### config.mk
export PLATFORM = sky130hd
export DESIGN_NAME = occupancy_light_ctrl
export DESIGN_NICKNAME = d
export VERILOG_FILES = /design/src/rtl/light_ctrl_pkg.sv /design/src/rtl/rise_edge.sv /design/src/rtl/occupancy_light_ctrl.sv
export SDC_FILE = /design/constraint.sdc
export NUM_CORES = 1
export LEC_CHECK = 0
export ABC_AREA = 0
export CAP_MARGIN = 20
export CORE_MARGIN = 2
export CORE_UTILIZATION = 59
export CTS_CLUSTER_DIAMETER = 80
export DETAILED_ROUTE_END_ITERATION = 8
export PLACE_DENSITY = 0.83
export SLEW_MARGIN = 20
export SYNTH_ARGS = -nofsm -noshare
export SYNTH_HDL_FRONTEND = slang
export SYNTH_SLANG_ARGS = --single-unit
### constraint.sdc
create_clock -name clk -period 5.03 [get_ports clk]
set_input_delay 1.2575 -clock clk [delete_from_list [all_inputs] [get_ports clk]]
set_output_delay 1.2575 -clock clk [all_outputs]
set_load 0.005 [all_outputs]
### src/rtl/light_ctrl_pkg.sv
// Shared state encoding, timer width and light-override helper for the
// occupancy-based room light controller.
package light_ctrl_pkg;

    localparam int TIMER_W = 8;

    typedef enum logic [1:0] {
        OFF  = 2'd0,
        ON   = 2'd1,
        HOLD = 2'd2
    } light_state_t;

    // Wall switches win over the sensor-driven FSM; "off" beats "on".
    function automatic logic apply_override(input logic force_off,
                                            input logic force_on,
                                            input logic fsm_light);
        return force_off ? 1'b0 : (force_on ? 1'b1 : fsm_light);
    endfunction

endpackage

### src/rtl/rise_edge.sv
// Single-bit rising-edge detector; the event is combinational from the
// live input against its registered history.
module rise_edge (
    input  logic clk,
    input  logic rst_n,
    input  logic sig,
    output logic ev
);

    logic sig_q;

    always_ff @(posedge clk or negedge rst_n) begin
        if (!rst_n) begin
            sig_q <= 1'b0;
        end else begin
            sig_q <= sig;
        end
    end

    assign ev = sig & ~sig_q;

endmodule

### src/rtl/occupancy_light_ctrl.sv
// Room light controller: counts people through the door sensors, keeps the
// light on while occupied, holds it for OFF_DELAY cycles after emptying.
module occupancy_light_ctrl
    import light_ctrl_pkg::*;
#(
    parameter int CNT_W     = 4,
    parameter int OFF_DELAY = 8
) (
    input  logic             clk,
    input  logic             rst_n,
    input  logic             entering,
    input  logic             leaving,
    input  logic             override_on,
    input  logic             override_off,
    output logic             light,
    output logic [CNT_W-1:0] occupancy,
    output logic             full,
    output logic             err_underflow
);

    localparam logic [CNT_W-1:0]   OCC_MAX   = {CNT_W{1'b1}};
    localparam logic [TIMER_W-1:0] HOLD_INIT = TIMER_W'(OFF_DELAY - 1);

    logic               ent_ev;
    logic               lv_ev;
    logic [CNT_W-1:0]   occ_nxt;
    logic               underflow_hit;
    logic [TIMER_W-1:0] timer;
    light_state_t       state;

    rise_edge u_ent_edge (.clk(clk), .rst_n(rst_n), .sig(entering), .ev(ent_ev));
    rise_edge u_lv_edge  (.clk(clk), .rst_n(rst_n), .sig(leaving),  .ev(lv_ev));

    // Simultaneous entry and exit cancel; both ends saturate instead of wrapping.
    always_comb begin
        occ_nxt       = occupancy;
        underflow_hit = 1'b0;
        if (ent_ev && !lv_ev) begin
            if (occupancy != OCC_MAX) begin
                occ_nxt = occupancy + 1'b1;
            end
        end else if (lv_ev && !ent_ev) begin
            if (occupancy == '0) begin
                underflow_hit = 1'b1;
            end else begin
                occ_nxt = occupancy - 1'b1;
            end
        end
    end

    always_ff @(posedge clk or negedge rst_n) begin
        if (!rst_n) begin
            occupancy     <= '0;
            full          <= 1'b0;
            err_underflow <= 1'b0;
        end else begin
            occupancy <= occ_nxt;
            full      <= (occ_nxt == OCC_MAX);
            if (underflow_hit) begin
                err_underflow <= 1'b1;
            end
        end
    end

    // The FSM runs off occ_nxt so the light tracks the same edge that changes the count;
    // overrides only gate the light register, never the state or timer.
    always_ff @(posedge clk or negedge rst_n) begin
        if (!rst_n) begin
            state <= OFF;
            timer <= '0;
            light <= 1'b0;
        end else begin
            case (state)
                OFF: begin
                    if (occ_nxt != '0) begin
                        state <= ON;
                        light <= apply_override(override_off, override_on, 1'b1);
                    end else begin
                        light <= apply_override(override_off, override_on, 1'b0);
                    end
                end
                ON: begin
                    if (occ_nxt == '0) begin
                        state <= HOLD;
                        timer <= HOLD_INIT;
                    end
                    light <= apply_override(override_off, override_on, 1'b1);
                end
                HOLD: begin
                    if (occ_nxt != '0) begin
                        state <= ON;
                        light <= apply_override(override_off, override_on, 1'b1);
                    end else if (timer == '0) begin
                        state <= OFF;
                        light <= apply_override(override_off, override_on, 1'b0);
                    end else begin
                        timer <= timer - 1'b1;
                        light <= apply_override(override_off, override_on, 1'b1);
                    end
                end
                default: begin
                    state <= OFF;
                    light <= apply_override(override_off, override_on, 1'b0);
                end
            endcase
        end
    end

endmodule
==> Changelog: implementation, run 1 <==
### Changed

- Status: complete, no violations
- P_comb: roughly 0.35 mW
- YS chip area: 0.00118 mm2
- Flip-flop count of the largest register after layout: 8
- Biggest regs: timer (8), occupancy (4), state (2)
- Relative slew slack: 0.413
- Logic pwr share: 0.505
- Antenna Cells: 0
- Worst Hold Class: register to register
- Die Width: approximately 49 um
- Most used cell, CP: o41ai_1
- Reg2Reg Capture Point: timer[7]
- Post-DP Area: ~0.0013 mm2
- Worst Setup Start Kind: input pin
- Final core utilization: 0.701
- Slew at the pin closest to its max-slew limit: 0.878 ns
- Fill cells: 166
- Register area: 475 um2
- Worst r2r path cells: 8
- Switching Share: 0.459
- First drt pass iteration count: 5
- Met2 GRT Util: 0.388
- CTS clk-pin slew, worst paths: 0.12 ns
- VDD IR max: 0.240 mV
- Starting DRT DRC Count: 52
- Setup-failing EPs final: 0
- First-pass GRT wire length: 4380 um
- Final worst slack: 1.77 ns
- Final-layout clock-cell area share: 0.0204
## run 1: worst reg2reg max path, cell delays in order (launching register included)
cell and delay, ns:
dfrtp_1 0.50, inv_1 0.10, ha_1 0.26, nor3b_1 0.36
nor3_1 0.12, nor3_2 0.26, o21a_1 0.24, nand4_1 0.23
o41ai_1 0.38
## run 1: cell usage in the layout, fill, tap and decap left out, drive strengths merged
| master | netlist | routed |
|---|---|---|
| a221oi | 2 | 2 |
| and2b | 2 | 2 |
| ha | 3 | 3 |
| a22o | 1 | 1 |
| inv | 12 | 12 |
| clkdlybuf4s50 | 0 | 12 |
| a31o | 2 | 2 |
| nor4 | 4 | 4 |
| o31a | 1 | 1 |
| or3 | 1 | 1 |
| or4 | 2 | 2 |
| clkbuf | 1 | 3 |
| o31ai | 4 | 4 |
| dfrtp | 19 | 19 |
| nor3 | 8 | 8 |
| o41a | 1 | 1 |
| a211oi | 3 | 3 |
| nand3 | 2 | 2 |
| o41ai | 8 | 8 |
| o21a | 2 | 2 |
| nand4 | 3 | 3 |
| and3 | 5 | 5 |
| a211o | 1 | 1 |
| a41oi | 5 | 5 |
| a21oi | 3 | 3 |
| nor2 | 9 | 9 |
| nor3b | 1 | 1 |
| o21ai | 1 | 1 |
| nand2b | 4 | 4 |
| nand2 | 4 | 4 |
| a21boi | 1 | 1 |
| o211a | 1 | 1 |
| nor2b | 2 | 2 |
| or4b | 1 | 1 |
| clkinv | 0 | 1 |
## run 1: how the worst max path moves through the flow
stage                to  cells after the start     from  slack, ns
2_1_floorplan  timer[6]                      7  leaving       2.25
3_3_place_gp   timer[5]                      8  leaving       1.55
3_5_place_dp   timer[7]                      8  leaving       1.43
4_1_cts        timer[7]                      8  leaving       1.76
5_1_grt        timer[7]                      8  leaving       1.60
6_report       timer[7]                      8  leaving       1.77
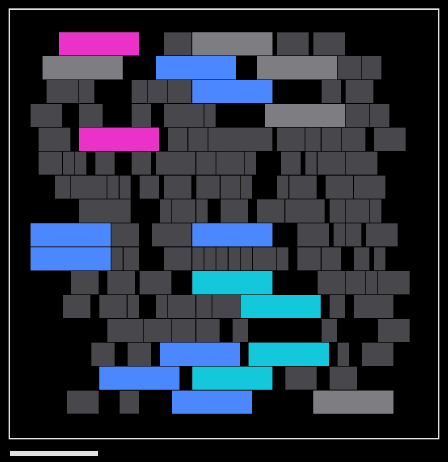
(run_1/ff_map.png)
The bar under the picture is 10 um long. Other sequential cells in the stronger grey, the rest of the logic in the fainter grey.
cyan -> occupancy  # flops 4, where bottom middle
magenta -> state  # flops 2
blue -> timer  # flops 8

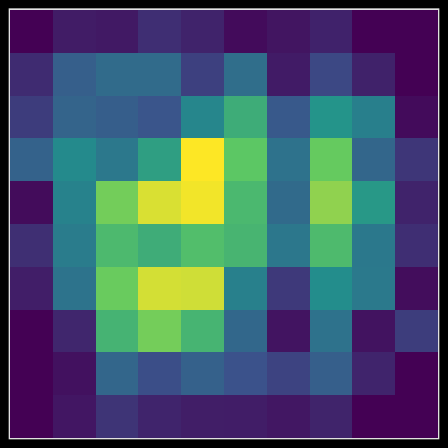
(run_1/route_heat.png)
The die is cut into 10 by 10 equal tiles; dark purple is low, yellow is high, scaled to the fullest tile. Values are wire area over tile area, all layers added.
tiles over half the peak = 23%
fullest tile = 0.57
densest ninth of the die = middle
nearly empty tiles = 10%
mean over tiles = 0.18
emptiest ninth of the die = bottom right

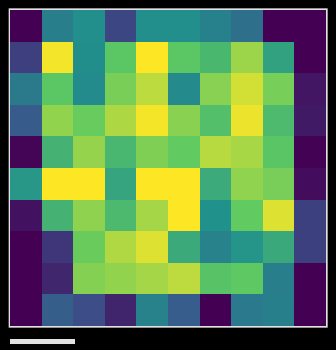
(run_1/util_map.png)
The bar under the picture is 10 um long. The die is cut into 10 by 10 equal tiles; dark purple is low, yellow is high, 0 to 100% covered.
fullest tile = 100%
densest ninth of the die = middle
tiles over 75% full = 37%
mean over tiles = 55%

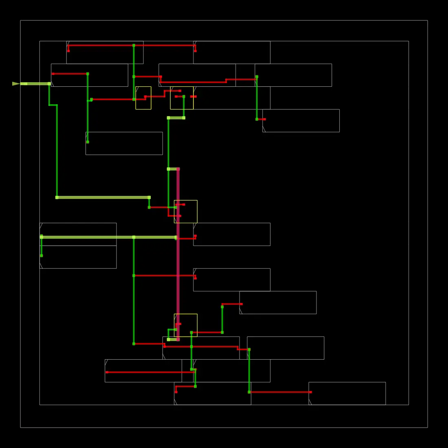
(run_1/clock_nets.png)
Flops: 19
skew final: 0.0103 ns
# clk buffers: 3
total CTS buffers: 3
clock sink total: 19

==> run_1/layers.png <==
Two of the layers only.
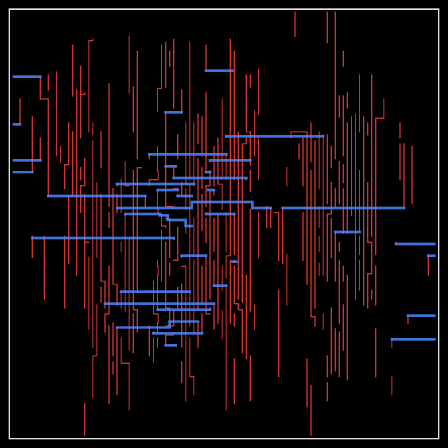

==> inputs of run 2 (changes only) <==
--- a/config.mk
+++ b/config.mk
@@ -8,10 +8,10 @@
 export ABC_AREA = 0
 export CAP_MARGIN = 20
 export CORE_MARGIN = 2
-export CORE_UTILIZATION = 59
+export CORE_UTILIZATION = 55
 export CTS_CLUSTER_DIAMETER = 80
 export DETAILED_ROUTE_END_ITERATION = 8
-export PLACE_DENSITY = 0.83
+export PLACE_DENSITY = 0.78
 export SLEW_MARGIN = 20
 export SYNTH_ARGS = -nofsm -noshare
 export SYNTH_HDL_FRONTEND = slang
==> constraint.sdc (replaced) <==
create_clock -name clk -period 3.3 [get_ports clk]
set_input_delay 0.825 -clock clk [delete_from_list [all_inputs] [get_ports clk]]
set_output_delay 0.825 -clock clk [all_outputs]
set_load 0.005 [all_outputs]
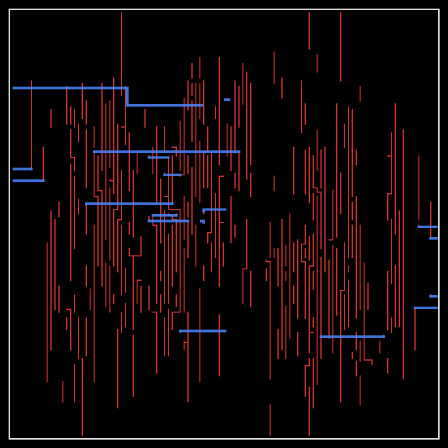
(run_2/layers.png)
Two of the layers only.
blue -> M3  # wire length 90.2 um
red -> M2  # wire length 1330 um

==> run 2 against run 1 <==
  * Synthesized cell count unchanged
  * Flip-flop count did not move
  * Via count down 1.5%
  * Critical path depth stayed put
  * Final area unchanged
  * Clock power increased by 49%
  * Setup slack got worse by 1.3 ns
  * Global-route usage shrank 0.26 points
  * Final cell count did not move
  * Critical endpoint is now timer[2]
==> Changelog: implementation, run 2 <==
### Changed

- Status: complete, no violations
- YS chip area: between 0.001 and 0.0015 mm2
- CTS clk-pin slew, worst paths: between 0.1 and 0.15 ns
- Antenna Cells: 0
- VDD IR max: 0.405 mV
- Met2 GRT Util: 0.393
- Clock sink total: 19
- Worst Setup Start Kind: input pin
- Most frequent logic cell in the layout: dfrtp_1
- Starting DRT DRC Count: 29
- Total CTS buffers: 3
- Post-DP Area: around 0.0013 mm2
- First drt pass iteration count: 4
- Worst Hold Class: register to register
- Relative slew slack: 0.429
- Die Width: 50.3 um
- Skew final: about 0.0068 ns
- First-pass GRT wire length: 4460 um
- Slew at the pin closest to its max-slew limit: 0.854 ns
- Setup-failing EPs final: 0
- Total gr overflow: 0
- Biggest regs: timer (8), occupancy (4), state (2)
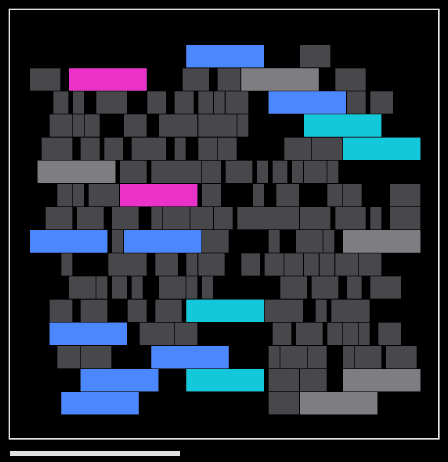
(run_2/ff_map.png)
The bar under the picture is 20 um long. Other sequential cells in the stronger grey, the rest of the logic in the fainter grey.
cyan -> occupancy  # flops 4
blue -> timer  # flops 8
magenta -> state  # flops 2
not coloured = 5

-- run 2: where the power goes --
| part | switching (mW) | total [mW] | leakage (nW) | internal [mW] |
|---|---|---|---|---|
| combinational | 0.294 | 0.522 | 0.292 | 0.229 |
| sequential | 0.0992 | 0.394 | 0.230 | 0.294 |
| clock | 0.0745 | 0.120 | 0.0177 | 0.0452 |
| total | 0.467 | 1.04 | 0.540 | 0.568 |
-- run 2: cell families (layout without fill, tap and decap cells) --
logic type	count (synthesis)	count (layout)	share of synthesized area
AOI/OAI and AO/OA	36	36	0.267
adders and majority gates	3	3	0.0318
DFF	19	19	0.403
buffers and inverters	15	28	0.0498
and+or+nand+nor	48	48	0.248
-- run 2: area by class of cell --
class	instances	area, um2
tap	27	33.8
inverter	12	45.0
clock buffer	3	22.5
clock inverter	1	5.00
timing repair buffer	12	120
fill	171	654
multi-input combinational	87	646
sequential	19	475
-- run 2: path summary, 6_finish.rpt --
check	startpoint	endpoint	slack [ns]	cells past startpoint
max	entering	timer[2]	0.51	8
min	err_underflow	err_underflow	0.48	1
max reg2reg	occupancy[0]	timer[7]	0.78	8
min reg2reg	err_underflow	err_underflow	0.48	1
max in group asynchronous	rst_n	timer[0]	1.78	1
min in group asynchronous	rst_n	timer[3]	1.00	1
-- run 2: through the flow --
step / hold WS (ns) / setup slack, ns / total power [mW] / util
finish: 0.476 / 0.512 / 1.04 / 0.673
CTS: 0.483 / 0.553 / 1.04 / 0.673
global route: 0.513 / 0.396 / 1.13 / 0.673
detailed placement: 0.454 / 0.213 / 0.915 / 0.659
floorplan: 0.457 / 0.952 / 0.749 / -
global placement: 0.457 / 0.272 / 0.894 / 0.659
No activity file was given, so power comes from the tool's default toggle rates.
